Design user_module_phase_seq_flat, sky130hd; sources not shown.
### Met3 routing, run 1

Bar = 20 um.
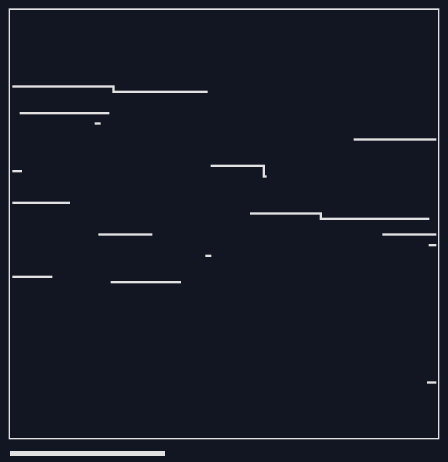
The longest straight run is 13.8 um. The layer carries 116 um of wire. 11 nets have wire on it. The wires run mostly horizontal. The layer holds 7.7% of the routed length.
final wirelength: 1.50 mm
M3 GR Usage: 12.3%
DR vias: 492

### I/O nets highlighted, run 1

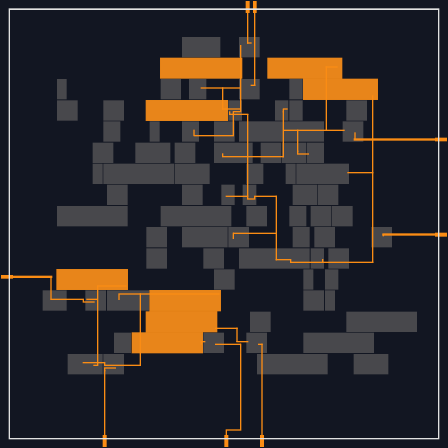
Orange stands for bus_io_out, bits 8, direction output, end cells 8, wire 275 um.
I/O pins: 16
Port Buffers: 0

### Cell outlines without signal wires, run 1

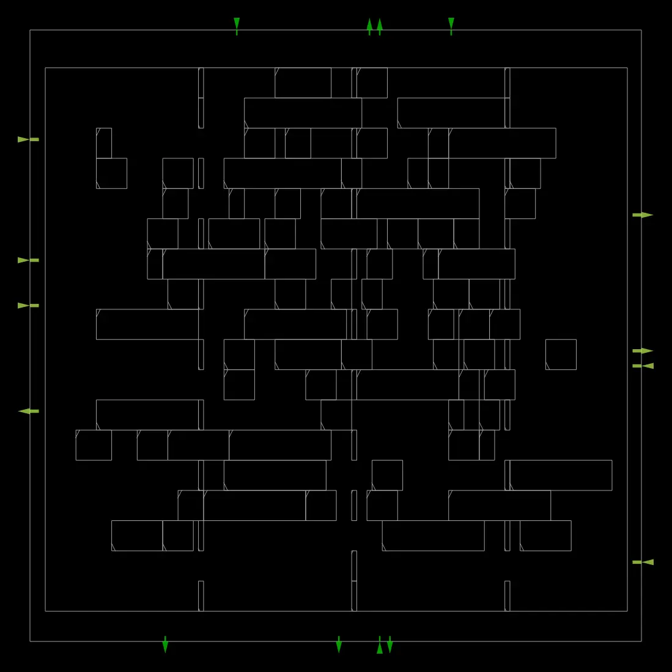
core area: 2570 um^2
final non-filler cell total: 111
flop share of the area: 37.8%
row count: 18
Fill cells: 272

==> flow_metrics.env, run 1 <==
# implementation run metrics
export IMPL_largest_reg_flops=4
export IMPL_num_antenna_cells=0
export IMPL_antenna_found_initial=0
export IMPL_clk_insertion_delay_late_ns=0.27
export IMPL_finalSetupViolations=0
export IMPL_area_growth_synth_to_final_pct=46.9
export IMPL_yosys_area_top_type="dfrtp_1"
export IMPL_whs_ns=-0.318
export IMPL_hpwl_mm=1.05
export IMPL_fin_tns_setup_ns=0
export IMPL_largest_class="registers"
export IMPL_hold_viol=18
export IMPL_dr_wl_met3_um=115
export IMPL_min_period_ns=1.54
export IMPL_die_area_um2=3030
export IMPL_yosysChipArea_um2=648
export IMPL_nNonClkInverters=3
export IMPL_detail_route_antenna_nets=0
export IMPL_synthTopCellsByArea="dfrtp_1, ha_1, o21bai_4"
export IMPL_reg2reg_depth=6
export IMPL_logic_gates=34
export IMPL_cp_start_kind="register"
export IMPL_cts_resized_gates=0
export IMPL_yosysCellCount=53
export IMPL_busiest_layer="met4"
export IMPL_placed_cells=95
export IMPL_design_area_um2=952
export IMPL_ys_sh_mux_pct=2.32
export IMPL_die_x_um=55.1
export IMPL_drt_met1_wl_um=628
export IMPL_use_met2_pct=13.3
export IMPL_edf_count=0
export IMPL_drive_above_1_share_pct=53.1
export IMPL_required_ns=1.70
export IMPL_firstDrtPassIters=4
export IMPL_maxSlewHeadroom_pct=78.0
export IMPL_finClkSkew_ns=0.00211
export IMPL_synth_adder_area_share_pct=5.79
export IMPL_logic_area_um2=292
export IMPL_ff2ff_setup_slack_ns=0.003
export IMPL_routedWlPerCell_um=13.5
export IMPL_cp_slowest_cell="dfrtp_4"
export IMPL_fmax_ghz=0.651
export IMPL_clkbuf_count=15
export IMPL_utilization_pct=37.1
export IMPL_most_common_cell="dfrtp_1"
export IMPL_syn_inst=53
export IMPL_gr_usage_met1_pct=12.1
export IMPL_final_cell_mix="buf_4, clkbuf_4, dfrtp_1"
export IMPL_warnings=44
export IMPL_buffer_area_share_pct=11.0
export IMPL_violations="negative hold slack"
export IMPL_comb_share_pct=30.6
export IMPL_grt_usage_pct=14.9
export IMPL_synthSimpleGateAreaFrac_pct=13.5
export IMPL_grt_pass1_vias=667
export IMPL_async_reset_ff_share_pct=100
export IMPL_drc_errors=0
export IMPL_netlist_area_um2=648
export IMPL_status="complete, but fails checks"
export IMPL_yosys_warnings=0
export IMPL_ys_seq_share_pct=54.1
export IMPL_cap_viol_max_count=0
export IMPL_clock_area_share_pct=14.8
export IMPL_numSynthFlops=14
export IMPL_final_common_cell="buf_4"
export IMPL_drt_iter0_drc=7
--- run 2 (diff from run 1) ---
--- a/config.mk
+++ b/config.mk
@@ -13,4 +13,5 @@
 export PLACE_DENSITY_LB_ADDON = 0.05
 export SYNTH_ARGS = -nofsm -noshare
 export SYNTH_HDL_FRONTEND = slang
+export SYNTH_HIERARCHICAL = 1
 export SYNTH_SLANG_ARGS = --single-unit
==> constraint.sdc (replaced) <==
create_clock -name bus_io_in -period 1.9 [get_ports bus_io_in]
set_input_delay 0.285 -clock bus_io_in [delete_from_list [all_inputs] [get_ports bus_io_in]]
set_output_delay 0.285 -clock bus_io_in [all_outputs]
set_load 0.1 [all_outputs]
### Placement by cell class, run 2

Fill, decap, tap and diode cells in gray.
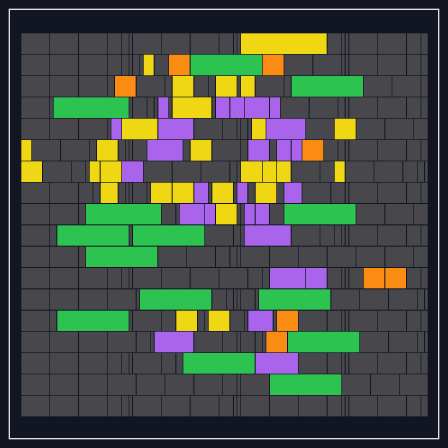
Purple stands for remaining logic cells, cells 26. Yellow stands for clock drivers and dummy loads, cells 27. Orange stands for remaining buffers and delay cells, cells 8. Green stands for registers, cells 14.
final core utilization: 33.9%
core area: 2540 um^2
final instance area: 863 um^2
flop share of the area: 40.9%

### M2 wires, run 2

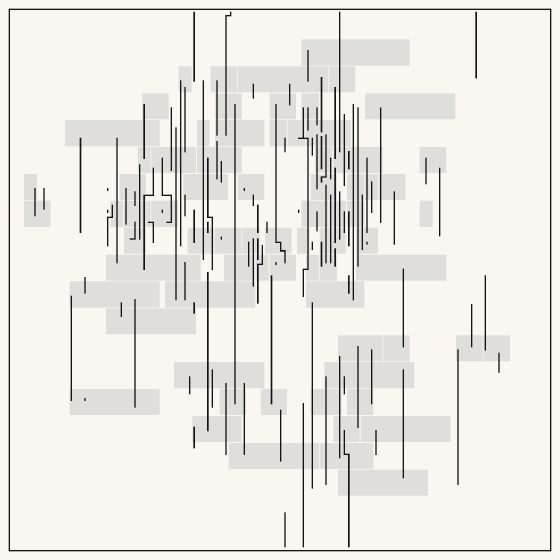
76 nets have wire on it. The wires run mostly vertical. The layer holds 46% of the routed length. The longest straight run is 30.3 um. The layer carries 684 um of wire.
DR vias: 494
final wirelength: 1.49 mm
met2 global-route usage: 13.1%

==> flow_metrics.env, run 2 <==
# implementation run metrics
export IMPL_yosys_warnings=6
export IMPL_buffer_area_share_pct=6.96
export IMPL_fp_nets=64
export IMPL_hold_viol=18
export IMPL_dr_wl_met3_um=171
export IMPL_die_area_um2=2980
export IMPL_top_layer="met4"
export IMPL_cp_start_kind="register"
export IMPL_finalCritPeriodShare_pct=88.2
export IMPL_grt_usage_pct=15.0
export IMPL_warnings=42
export IMPL_fin_tns_setup_ns=0
export IMPL_regArea_um2=353
export IMPL_async_reset_ff_share_pct=100
export IMPL_ys_seq_share_pct=55.0
export IMPL_drive_above_1_share_pct=41.3
export IMPL_synthSimpleGateAreaFrac_pct=14.3
export IMPL_cp_max_fo=4
export IMPL_rows=18
export IMPL_hpwl_um=986
export IMPL_worst_slew_pin_slew_ns=0.385
export IMPL_final_instance_count_excl_fill=105
export IMPL_finalSetupViolations=0
export IMPL_netlist_area_um2=637
export IMPL_cts_setup_buffers=0
export IMPL_busiest_layer="met4"
export IMPL_logic_area_um2=256
export IMPL_final_nets=84
export IMPL_cts_resized_gates=0
export IMPL_io_pins=16
export IMPL_area_growth_synth_to_final_pct=35.6
export IMPL_logic_gates=33
export IMPL_nNonClkInverters=4
export IMPL_detail_route_antenna_nets=0
export IMPL_violations="negative hold slack"
export IMPL_reg2reg_depth=6
export IMPL_drt_iter0_drc=16
export IMPL_clkbuf_count=15
export IMPL_nFillCells=263
export IMPL_firstDrtPassIters=4
export IMPL_io_buffers=0
export IMPL_yosys_area_top_type="dfrtp_1"
export IMPL_yosysCellCount=53
export IMPL_ff2ff_setup_slack_ns=0.23
export IMPL_synthTopCellsByArea="dfrtp_1, ha_1, a21oi_4"
export IMPL_fmax_ghz=0.597
export IMPL_crit_buf_inv=1
export IMPL_comb_share_pct=29.7
export IMPL_largest_reg_flops=4
export IMPL_gr_usage_met1_pct=9.42
export IMPL_final_cell_mix="clkbuf_4, dfrtp_1, buf_4"
export IMPL_cap_viol_max_count=0
export IMPL_edf_count=0
export IMPL_drc_errors=0
export IMPL_drt_met1_wl_um=577
export IMPL_finClkSkew_ns=0.00816
export IMPL_grt_pass1_vias=651
export IMPL_whs_ns=-0.331
export IMPL_antenna_found_initial=0
export IMPL_routedWlPerCell_um=14.2
export IMPL_num_antenna_cells=0
export IMPL_cp_slowest_cell="dfrtp_2"
export IMPL_placed_cells=89
export IMPL_most_common_cell="dfrtp_1"
export IMPL_yosysChipArea_um2=637
export IMPL_ys_sh_mux_pct=2.36
export IMPL_tap_cells=30
export IMPL_min_period_ns=1.67
export IMPL_endpoint_kind="register"
export IMPL_maxSlewHeadroom_pct=74.1
export IMPL_status="complete, but fails checks"
export IMPL_topCombFamilyByArea="AND-OR/OR-AND gates"
export IMPL_critPathMaxStageDelay_ns=0.41
export IMPL_syn_inst=53
export IMPL_die_x_um=54.6
export IMPL_largest_class="registers"
export IMPL_required_ns=2.07
export IMPL_met3_usage_pct=17.8
export IMPL_clk_insertion_delay_late_ns=0.28
export IMPL_clock_area_share_pct=16.4
export IMPL_synth_adder_area_share_pct=5.89
export IMPL_numSynthFlops=14
### I/O nets highlighted, run 2

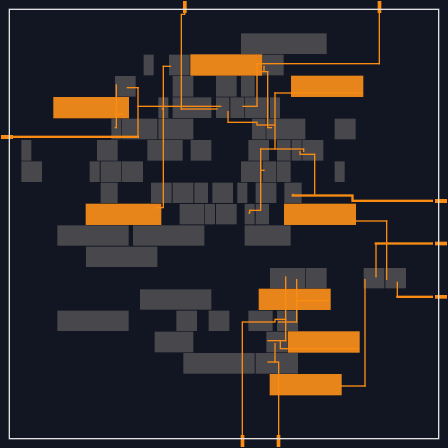
Orange stands for bus_io_out, bits 8, direction output, end cells 8, wire 297 um.

